Design pc_unit, sky130hd; sources not shown.
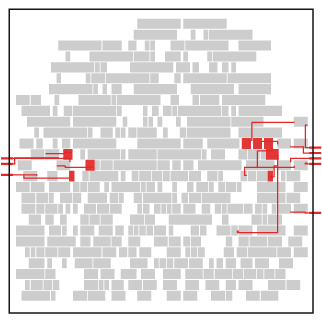
*Port wiring, run 1*
Drawn at 4 px/um.
| color | port | bits | direction | edge | end cells | buffers | wire |
|---|---|---|---|---|---|---|---|
| red | `ras_top` | 8 | output | 5 right, 3 left | 8 | 8 | 169 um |
IO Port Bufs: 49
I/O pin count: 50

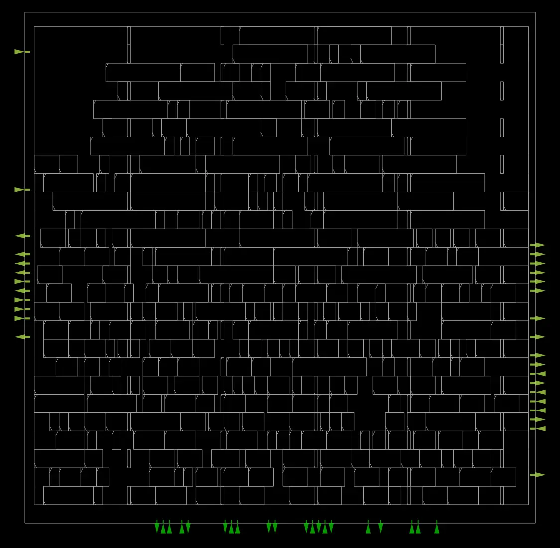
*Placed standard cells, run 1*
tap cells: 70
Layout Utilization: 69.2%
sequential cell area share: 35.3%
row count: 26

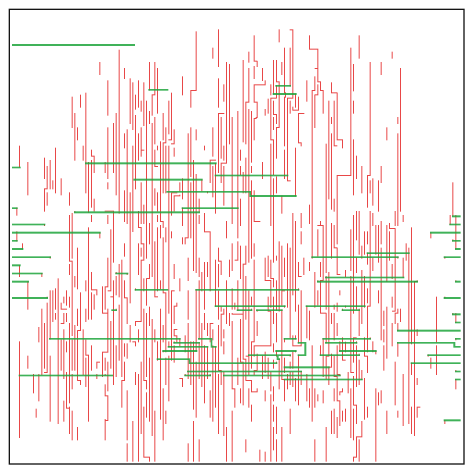
*Wiring by layer, run 1*
Drawn at 6 px/um. Only two layers are drawn.
| color | layer | wire length |
|---|---|---|
| green | metal 3 | 515 um |
| red | metal 2 | 3370 um |
Tot GR Track Use: 26.7%
Vias: 2518

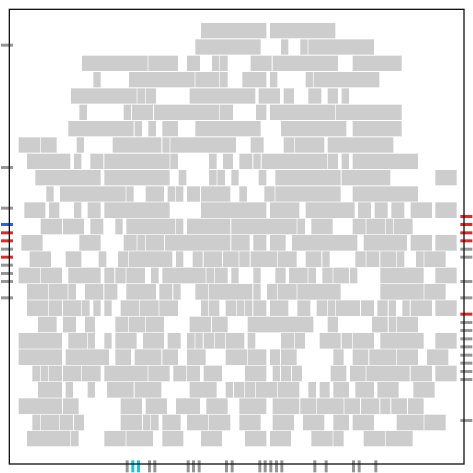
*Pin map, run 1*
Drawn at 6 px/um. Pins as bars across the die edge, other pins in gray.
| color | port | pins | direction | edge |
|---|---|---|---|---|
| blue | `ras_full` | 1 | output | left |
| cyan | `pc_sel` | 2 | input | bottom |
| red | `ras_top` | 8 | output | 5 right, 3 left |
all pins by edge: 20 bottom, 18 right, 12 left
die extent in y: 75.5 um
die width: 75.5 um

==> flow_summary.ini, run 1 <==
; yosys + openroad results
[cts]
cts_resized = 0
numCtsBuffers = 5
path_clk_slew_ns = 0.09
h-tree-depth = 2
postCtsSetupBuffers = 0
clkSinkCount = 47
clock_latency_ns = 0.30

[worst_setup_path]
crit_cells = 8
crit_type = input pin to primary output
cp_max_fo = 15
path_cells = clkdlybuf4s50_1 > inv_1 > ha_1 > or3b_2 > a311o_1 > nand4_1 > o2bb2ai_1 > clkdlybuf4s50_1
end_kind = primary output
worstPathArrival_ns = 4.06
cp_slowest_cell = clkdlybuf4s50_1

[placed_design]
place_area_sq_mm = 0.00347
pre_cts_slack_ns = 1.58
routabilityCongestion = 0.867
dp.cells = 403
dp_hpwl_mm = 5.09

[synthesis]
syn_area_sq_mm = 0.00297
edf_count = 32
synth_cells = 304
ys_sh_adder_pct = 6.39
async_flop_share_pct = 0
ys_sh_xor_pct = 4.12
ys_cells = 304
logic_family = simple AND/OR/NAND/NOR gates
ys.flops = 47
ys_warn_count = 0

[floorplan]
initCoreUtil_pct = 57.5
dieArea_sq_mm = 0.00571

[status]
status = complete, no violations

[drt]
drcViolationCount = 0
vias_per_cell = 6.13
ant_nets = 0
routed_wl_mm = 7.03
dr.pass1.iters = 5
wl_met2_mm = 3.37
wl_met3_um = 515

[layout]
logic_area_sq_mm = 0.00156
inverters_excl_clock = 15
regArea_sq_mm = 0.00126
largest_class = logic gates
largest_reg_flops = 32
clkbuf_count = 5
postLayoutCellArea_sq_mm = 0.00358
comb_share_pct = 43.7
area_growth_pct = 20.3
n_fill_cell = 391
lay_top_count = clkdlybuf4s50_1
comb_cells = 221
ff_count = 47
clock_area_share_pct = 3.11

[grt]
grt_pass1_wl_mm = 11.2
use_met1_pct = 36.8
grt_max_degree = 29

[sta]
drv_slew = 0
hold_viol_final = 0
period_used_pct = 78.0
max-slew-margin-rel_pct = 46.0

[power]
p_clk_uw = 201
top_power_group = registers
power.density_mw_per_mm2 = 209
pwr-share-clk_pct = 26.9
power_frac_seq_pct = 44.5
power.share.combinational_pct = 28.6
### Sizing map, run 1

Drawn at 6 px/um.
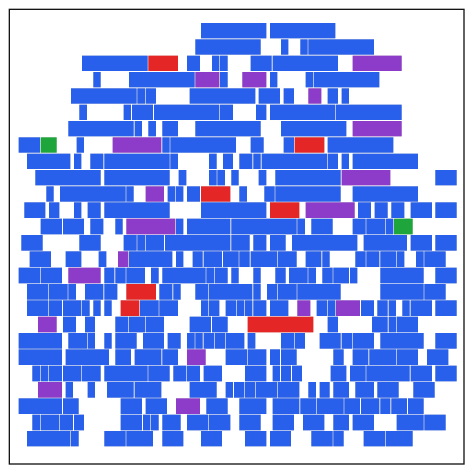

==> run 2, diff against run 1 <==
--- a/config.mk
+++ b/config.mk
@@ -5,10 +5,10 @@
 export SDC_FILE = /design/constraint.sdc
 export NUM_CORES = 1
 export LEC_CHECK = 0
-export CORE_UTILIZATION = 55
+export CORE_UTILIZATION = 54
 export CTS_CLUSTER_SIZE = 14
 export DETAILED_ROUTE_END_ITERATION = 10
-export PLACE_DENSITY = 0.83
+export PLACE_DENSITY = 0.82
 export SLEW_MARGIN = 30
 export SYNTH_ARGS = -nofsm -noshare
 export SYNTH_HDL_FRONTEND = slang
==> constraint.sdc (replaced) <==
create_clock -name clock -period 5.45 [get_ports clock]
set_input_delay 1.09 -clock clock [delete_from_list [all_inputs] [get_ports clock]]
set_output_delay 1.09 -clock clock [all_outputs]
set_load 0.02 [all_outputs]
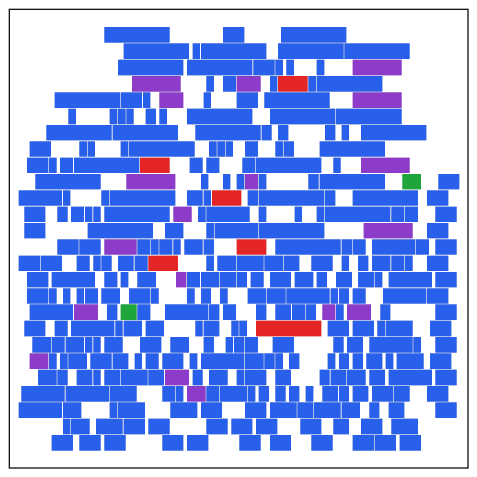
*Sizing map, run 2*
Drawn at 6 px/um.
| color | size | cells | share |
|---|---|---|---|
| blue | _0 and _1 cells | 314 | 92% |
| red | _6 and larger | 6 | 1.8% |
| purple | _2 cells | 18 | 5.3% |
| green | _3 and _4 cells | 2 | 0.59% |
Setup WS post-layout: 0.613 ns
Area Overhead vs Synth: 20.0%
final instance area: 0.00357 sq mm
Non-clk bufs: 49

==> run 2 against run 1 <==
  * Die size rose by 1.8%
  * Count of clock-buffer cells in the layout rose by 1
  * Utilization fell by 0.60 points
  * Clock skew rose by 0.00069 ns
  * Cell area fell by 0.24%
  * Flip-flop count did not move
  * Via count fell by 1.2%
  * Setup slack got worse by 0.93 ns
  * Non-clock buffer count fell by 1
  * Worst hold slack improved by 0.0066 ns
==> flow_summary.ini, run 2 <==
; yosys + openroad results
[power]
p_clk_uw = 254
pwr-share-clk_pct = 26.6
top_power_group = registers
power.density_mw_per_mm2 = 268

[floorplan]
rows = 26
die_w_um = 76.2
dieArea_sq_mm = 0.00581
taps = 70

[layout]
n_fill_cell = 425
clock_area_share_pct = 3.09
regArea_sq_mm = 0.00126
largest_class = logic gates
ff_count = 47
seq_share_pct = 35.3
clkbuf_count = 6

[placed_design]
dp.cells = 402
portBuffers = 49
dp_hpwl_mm = 5.34
place_area_sq_mm = 0.00346

[grt]
use_met1_pct = 35.2
grt_pass1_wl_mm = 11.6

[synthesis]
logic_family = simple AND/OR/NAND/NOR gates
edf_count = 32
ys_sh_adder_pct = 6.39
async_flop_share_pct = 0

[worst_setup_path]
path_cells = clkdlybuf4s50_1 > ha_1 > or3b_2 > a311o_1 > nand4_1 > o2bb2ai_1 > clkdlybuf4s50_1
crit_cells = 7
cp_max_fo = 15
end_kind = primary output

[drt]
wl_met3_um = 531
via_count = 2488
wl_met2_mm = 3.44
ant_nets = 0
drcViolationCount = 0

[cts]
cts_resized = 0
clkSinkCount = 47

[sta]
hold_viol_final = 0
drv_slew = 0
period_used_pct = 88.8

[status]
status = complete, no violations
Power figures rest on the tool's default switching activity, not on a simulated workload.
